File: config.mk
export PLATFORM = sky130hd
export DESIGN_NAME = tile_mem_arbiter
export DESIGN_NICKNAME = d
export VERILOG_FILES = /design/src/rtl/snake_pkg.sv /design/src/rtl/tile_mem_arbiter_wr_fifo.sv /design/src/rtl/tile_mem_arbiter.sv
export SDC_FILE = /design/constraint.sdc
export NUM_CORES = 1
export LEC_CHECK = 0
export CORE_AREA = 2 2 77 98
export DETAILED_ROUTE_END_ITERATION = 7
export DIE_AREA = 0 0 79 100
export GPL_TIMING_DRIVEN = 0
export PLACE_DENSITY = 0.69
export SLEW_MARGIN = 20
export SYNTH_ARGS = -nofsm -noshare
export SYNTH_HDL_FRONTEND = slang
export SYNTH_HIERARCHICAL = 1
export SYNTH_SLANG_ARGS = --single-unit
File: constraint.sdc
create_clock -name clk -period 5 [get_ports clk]
set_input_delay 1.5 -clock clk [delete_from_list [all_inputs] [get_ports clk]]
set_output_delay 1.5 -clock clk [all_outputs]
set_load 0.02 [all_outputs]
File: src/rtl/snake_pkg.sv
// Shared defaults and the write-buffer entry layout for the tile-memory arbiter.
package snake_pkg;
   localparam int AW_DEF    = 10;
   localparam int DW_DEF    = 4;
   localparam int DEPTH_DEF = 4;

   typedef struct packed {
      logic [AW_DEF-1:0] addr;
      logic [DW_DEF-1:0] data;
   } wr_entry_t;
endpackage

File: src/rtl/tile_mem_arbiter_wr_fifo.sv
// Small circular write buffer; the caller guarantees no push when full unless popping.
module wr_fifo #(
   parameter int W     = 14,
   parameter int DEPTH = 4,
   localparam int PW   = $clog2(DEPTH),
   localparam int CW   = PW + 1
) (
   input  logic          clk,
   input  logic          reset,
   input  logic          push,
   input  logic          pop,
   input  logic [W-1:0]  din,
   output logic [W-1:0]  head,
   output logic [CW-1:0] count,
   output logic          full,
   output logic          empty
);
   logic [DEPTH-1:0][W-1:0] mem_q, mem_d;
   logic [PW-1:0]           wr_ptr_q, wr_ptr_d, rd_ptr_q, rd_ptr_d;
   logic [CW-1:0]           count_q, count_d;

   always_comb begin
      mem_d    = mem_q;
      wr_ptr_d = wr_ptr_q;
      rd_ptr_d = rd_ptr_q;
      count_d  = count_q;
      if (push) begin
         mem_d[wr_ptr_q] = din;
         wr_ptr_d        = wr_ptr_q + PW'(1);
      end
      if (pop) rd_ptr_d = rd_ptr_q + PW'(1);
      case ({push, pop})
         2'b10:   count_d = count_q + CW'(1);
         2'b01:   count_d = count_q - CW'(1);
         default: count_d = count_q;
      endcase
   end

   always_ff @(posedge clk) begin
      if (reset) begin
         wr_ptr_q <= '0;
         rd_ptr_q <= '0;
         count_q  <= '0;
      end else begin
         wr_ptr_q <= wr_ptr_d;
         rd_ptr_q <= rd_ptr_d;
         count_q  <= count_d;
      end
   end

   // Storage needs no reset: entries are only visible through the count.
   always_ff @(posedge clk) mem_q <= mem_d;

   assign head  = mem_q[rd_ptr_q];
   assign count = count_q;
   assign full  = (count_q == CW'(DEPTH));
   assign empty = (count_q == '0);
endmodule

File: src/rtl/tile_mem_arbiter.sv
// Single-port tile RAM arbiter: VGA reads always win, SPI writes are buffered and drain when reads pause.
module tile_mem_arbiter
   import snake_pkg::*;
#(
   parameter int AW    = AW_DEF,
   parameter int DW    = DW_DEF,
   parameter int DEPTH = DEPTH_DEF
) (
   input  logic          clk,
   input  logic          reset,
   input  logic          wr_req,
   input  logic [AW-1:0] wr_addr,
   input  logic [DW-1:0] wr_data,
   output logic          wr_full,
   input  logic          rd_req,
   input  logic [AW-1:0] rd_addr,
   output logic          rd_valid,
   output logic [DW-1:0] rd_data,
   output logic [AW-1:0] mem_addr,
   output logic          mem_we,
   output logic [DW-1:0] mem_wdata,
   input  logic [DW-1:0] mem_rdata,
   output logic [7:0]    drop_cnt
);
   localparam int CW = $clog2(DEPTH) + 1;

   localparam logic [1:0] GNT_IDLE  = 2'd0;
   localparam logic [1:0] GNT_READ  = 2'd1;
   localparam logic [1:0] GNT_WRITE = 2'd2;

   logic [1:0]       grant;
   logic             push, pop;
   logic [AW+DW-1:0] fifo_head;
   logic [CW-1:0]    fifo_count;
   logic             fifo_full, fifo_empty;
   logic [7:0]       drop_cnt_q, drop_cnt_d;
   logic             rd_valid_q, rd_valid_d;

   wr_fifo #(.W(AW + DW), .DEPTH(DEPTH)) u_wr_fifo (
      .clk   (clk),
      .reset (reset),
      .push  (push),
      .pop   (pop),
      .din   ({wr_addr, wr_data}),
      .head  (fifo_head),
      .count (fifo_count),
      .full  (fifo_full),
      .empty (fifo_empty)
   );

   always_comb begin
      if (rd_req)           grant = GNT_READ;
      else if (!fifo_empty) grant = GNT_WRITE;
      else                  grant = GNT_IDLE;
   end

   always_comb begin
      mem_addr  = '0;
      mem_wdata = '0;
      mem_we    = 1'b0;
      case (grant)
         GNT_READ:  mem_addr = rd_addr;
         GNT_WRITE: begin
            mem_addr  = fifo_head[AW+DW-1:DW];
            mem_wdata = fifo_head[DW-1:0];
            mem_we    = !reset;
         end
         default: ;
      endcase
   end

   // A full buffer still takes a new write when its head drains on the same edge.
   always_comb begin
      pop        = (grant == GNT_WRITE) && !reset;
      push       = wr_req && !reset && (!fifo_full || pop);
      drop_cnt_d = drop_cnt_q;
      if (wr_req && !reset && fifo_full && !pop && drop_cnt_q != 8'hFF)
         drop_cnt_d = drop_cnt_q + 8'd1;
      rd_valid_d = rd_req;
   end

   always_ff @(posedge clk) begin
      if (reset) begin
         drop_cnt_q <= '0;
         rd_valid_q <= 1'b0;
      end else begin
         drop_cnt_q <= drop_cnt_d;
         rd_valid_q <= rd_valid_d;
      end
   end

   assign wr_full  = (fifo_count == CW'(DEPTH));
   assign drop_cnt = drop_cnt_q;
   assign rd_valid = rd_valid_q;
   assign rd_data  = mem_rdata;
endmodule
==> run_1/m1.png <==
Supply wires on this layer in gray.
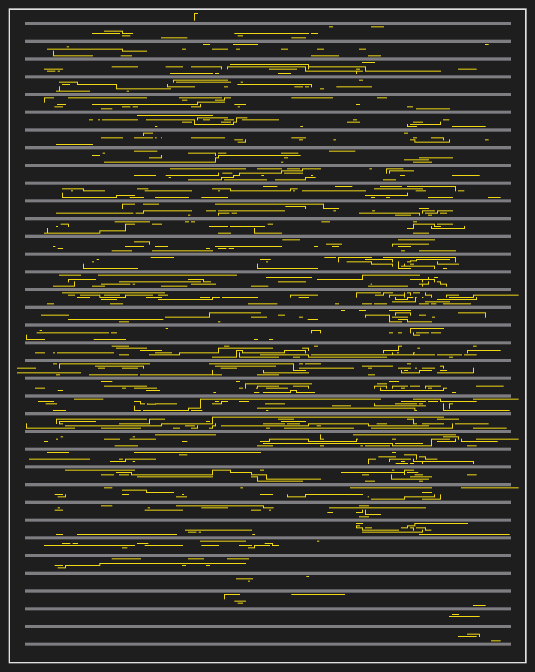
share of all routed wire = 43%
wire length on this layer = 2,500 microns
longest straight run = 35.4 microns
nets with wire on the layer = 257

==> run_1/class_map.png <==
The bar under the picture is 20 microns long. Fill, decap, tap and diode cells in gray.
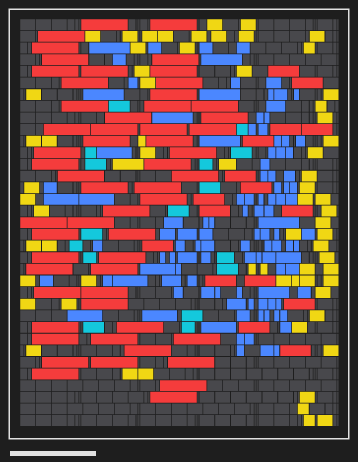
remaining logic cells -> blue  # cells 109, share of their area 26%
remaining buffers and delay cells -> yellow  # cells 66, share of their area 17%
registers -> red  # cells 72, share of their area 53%
clock drivers and dummy loads -> cyan  # cells 16, share of their area 4.9%

==> run_1/util_map.png <==
8 x 10 tiles, from white (low) to dark blue (high), 0 to 100% covered.
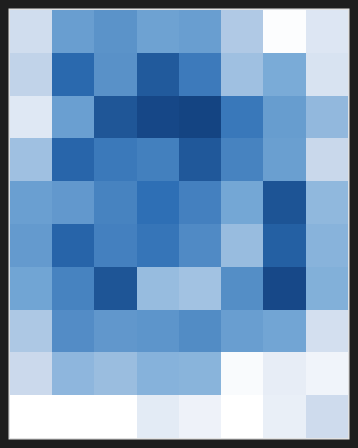
emptiest ninth of the die = bottom right
tiles over 75% full = 15%
nearly empty tiles = 6.2%
fullest tile = 92%
mean over tiles = 48%
densest ninth of the die = top middle

==> impl_metrics.toml, run 1 <==
# flow metrics
[outcome]
status = "finished clean"

[power_and_ir_drop]
cellLeakagePower_uw = 0.00131
vdd_drop_max_mv = 0.229
finalPower_uw = 1260

[final_timing]
fin_setup_tns_ns = 0
finClkSkew_ns = 0.00950
fmax_mhz = 207
worst_pin_slew_ns = 0.798
grt_setup_unrepaired = "false"

[hold_path]
hold_depth = 2

[clocking]
cts.path.max_buffers = 2
cts_resized = 3
hold_buffers = 0

[placement]
dp_hpwl_microns = 3820
portBuffers = 56

[die]
die_y_microns = 100
io_pins = 61

[global_route]
use_met3 = 0.0477
antenna_found_initial = 0

[synth]
adder_share = 0.0312
synth_flop_count = 72
ys_top_cells_by_count = "edfxtp_1 (56), dfxtp_1 (16), nor2_1 (13)"
ys_area_sq_um = 3050
top_area_cell = "edfxtp_1"
edf_count = 56

[cells_and_area]
post-route-util = 0.554
finalNonFillerCells = 355

[setup_path]
reg2reg_depth = 10
r2r-end = "u_wr_fifo/count[2]$_SDFFE_PP0P_"
crit_path_max_fanout = 10

[drt]
wl_per_cell_microns = 16.5
## run 1: cell type report
class                   instances  share of cell area
plain buffers                  10              0.0207
clock buffers                   9              0.0315
clock inverters                 7              0.0156
inverters                       8             0.00765
multi-input cells             101               0.243
flip-flops and latches         72               0.510
well taps                      92              0.0293
repair buffers                 56               0.143
## run 1: worst max-delay path, cell delays in order
cell and delay, ns:
clkdlybuf4s50_1 0.52, nor2_2 0.23, buf_2 0.29, a22o_1 0.18, clkdlybuf4s50_1 0.61
## run 1: through the flow
step | worst slack [ns] | area [sq um]
3_3_place_gp | -0.227 | 3720
4_1_cts | 0.0149 | 3920
2_1_floorplan | 1.11 | 3050
3_5_place_dp | -0.197 | 3720
6_report | 0.174 | 3930
5_1_grt | 0.0737 | 3930
## run 1: where the power goes
part	total [uW]	leakage, uW	internal (uW)	switching, uW
Clock	424	0.0000884	188	235
Combinational	168	0.000580	86.6	81.9
Sequential	667	0.000638	660	7.15
## run 1: state kept, by name (all words and copies together), names as in the netlist
| name | cells |
|---|---|
| drop_cnt | 8 |
| rd_valid | 1 |
| u_wr_fifo/count | 3 |
| u_wr_fifo/mem_q | 56 |
| u_wr_fifo/rd_ptr_q | 2 |
| u_wr_fifo/wr_ptr_q | 2 |
## run 1: cells in the final DEF, fill, tap and decap left out, drive strengths merged, types with 2 or more instances in the layout
cell type       n
clkdlybuf4s50  56
edfxtp         56
dfxtp          16
mux4           14
nor2           13
clkbuf         11
inv            11
a22o            9
and2            8
buf             8
o21ai           6
a21oi           6
ha              6
nand2           4
nand3           4
xor2            4
or3             4
nor3            3
nand2b          2
nor4            2
and3            2
nor2b           2
mux2i           2
clkinv          2
clkinvlp        2
xnor2           2
==> run 1 -> run 2 <==
- GPL_ROUTABILITY_DRIVEN: unset -> 1
- SLEW_MARGIN: 20 -> 30
==> run_2/port_trees.png <==
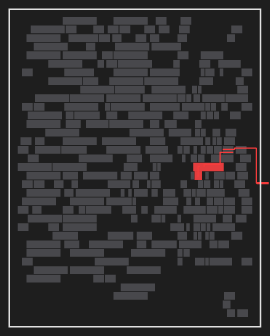
wr_req -> red  # bits 1, direction input, edge right, end cells 2, buffers 1, wire 40.0 microns

==> run 2 against run 1 <==
Net effect: critical endpoint unchanged; highest routed layer unchanged; sequential cell count stayed put; clock skew is the same; register-to-register slack hardly changed; routed wire length unchanged; clock-buffer cell count stayed put.
==> impl_metrics.toml, run 2 <==
# flow metrics
[outcome]
status = "finished clean"

[power_and_ir_drop]
finalPower_uw = 1260
p_int_uw = 935
comb-power_uw = 168
clkPwrFrac = 0.336
sw_frac_of_total = 0.258
power_leader = "registers"
power_switching_uw = 324
vdd_drop_max_mv = 0.229
cellLeakagePower_uw = 0.00131
pwr-share-seq = 0.530
combPwrFrac = 0.134

[clocking]
hold_buffers = 0
cts.path.max_buffers = 2

[setup_path]
slowest_delay_ns = 0.61
cp_cell_sequence = "clkdlybuf4s50_1, nor2_2, buf_2, a22o_1, clkdlybuf4s50_1"
reg2reg_depth = 10
critPathMostFrequentCell = "clkdlybuf4s50_1"
cp_slowest_cell = "clkdlybuf4s50_1"
r2r-end = "u_wr_fifo/count[2]$_SDFFE_PP0P_"
crit_path_max_fanout = 10

[drt]
top_layer_used = "met4"
drtPass1Iterations = 4
drt-met1-wl_microns = 2500
wl_per_cell_microns = 16.5

[die]
io_pins = 61
dieArea_sq_um = 7900
die_y_microns = 100
num_rows = 35

[synth]
top_area_cell = "edfxtp_1"
synth_flop_count = 72
edf_count = 56
ys_top_cells_by_count = "edfxtp_1 (56), dfxtp_1 (16), nor2_1 (13)"
ys_area_sq_um = 3050

[cells_and_area]
lay_top_cells = "clkdlybuf4s50_1 (56), edfxtp_1 (56), dfxtp_1 (16), nor2_1 (12)"
top_register = "u_wr_fifo/mem_q"
largest_reg_flops = 56
stdcell_area_sq_um = 3930
layout-drive-gt1-share = 0.144

[final_timing]
fin_ws_ns = 0.174
finClkSkew_ns = 0.00950
grt_setup_unrepaired = "false"
fmax_mhz = 207
worst_pin_slew_ns = 0.798

[placement]
placed_cell_area_sq_um = 3720
dp_slack_ns = -0.197
portBuffers = 56

[flow_run]
warning_count = 29
==> run_2/m1.png <==
Supply wires on this layer in gray.
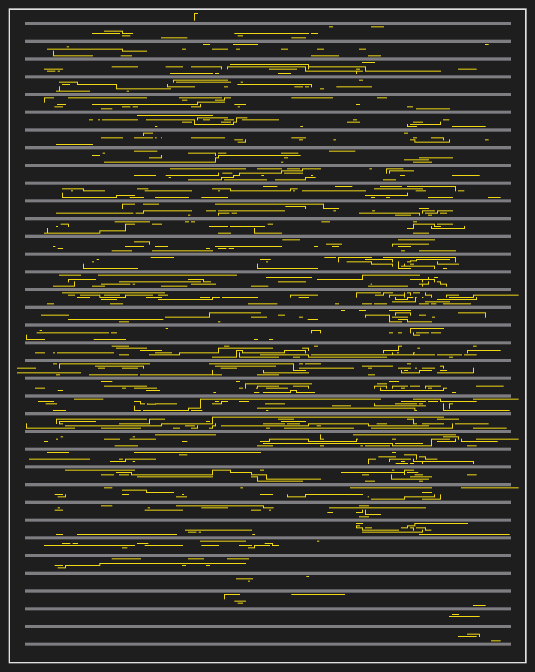
nets with wire on the layer = 257
share of all routed wire = 43%
main direction = horizontal
wire length on this layer = 2,500 microns
longest straight run = 35.4 microns

run 2: cell counts after synthesis:
Identical to the previous run, type by type.
run 2: repair_timing:
item                       in CTS  in global routing
gates cloned                    0                  0
setup endpoints to repair      11                 10
pin swaps                       0                  0
gates resized                   3                  5
run 2: logic make-up (layout without fill, tap and decap cells):
family | Yosys count | after routing | share of synthesized area
compound gates | 25 | 25 | 0.0620
xor+xnor | 6 | 6 | 0.0172
fa+ha+maj | 7 | 7 | 0.0312
buf+inv | 18 | 90 | 0.0353
flops | 72 | 72 | 0.657
mux | 16 | 16 | 0.117
simple gates | 47 | 47 | 0.0804
run 2: worst max-delay path: cells and delay by family:
| kind | cells | cell delay (ns) |
|---|---|---|
| buffers and inverters | 3 | 1.42 |
| and+or+nand+nor | 1 | 0.23 |
| AOI/OAI and AO/OA | 1 | 0.18 |
run 2: per-layer routing:
metal | global-route usage | vias up
met5 | 0 | -
met4 | 0.0637 | 0
met3 | 0.0477 | 4
met2 | 0.259 | 69
met1 | 0.195 | 887
li1 | - | 869
run 2: layout make-up:
| class | instances | area (sq um) |
|---|---|---|
| Buffer | 10 | 81.3 |
| Clock buffer | 9 | 124 |
| Clock inverter | 7 | 61.3 |
| Fill cell | 617 | 3170 |
| Inverter | 8 | 30.0 |
| Multi-Input combinational cell | 101 | 953 |
| Sequential cell | 72 | 2000 |
| Tap cell | 92 | 115 |
| Timing Repair Buffer | 56 | 561 |
run 2: through the flow:
stage / util / TNS, ns
floorplan: - / 0
CTS: 0.552 / 0
global placement: 0.525 / -1.46
detailed placement: 0.525 / -1.14
global route: 0.554 / 0
finish: 0.554 / 0
Power and IR drop assume default switching activity.
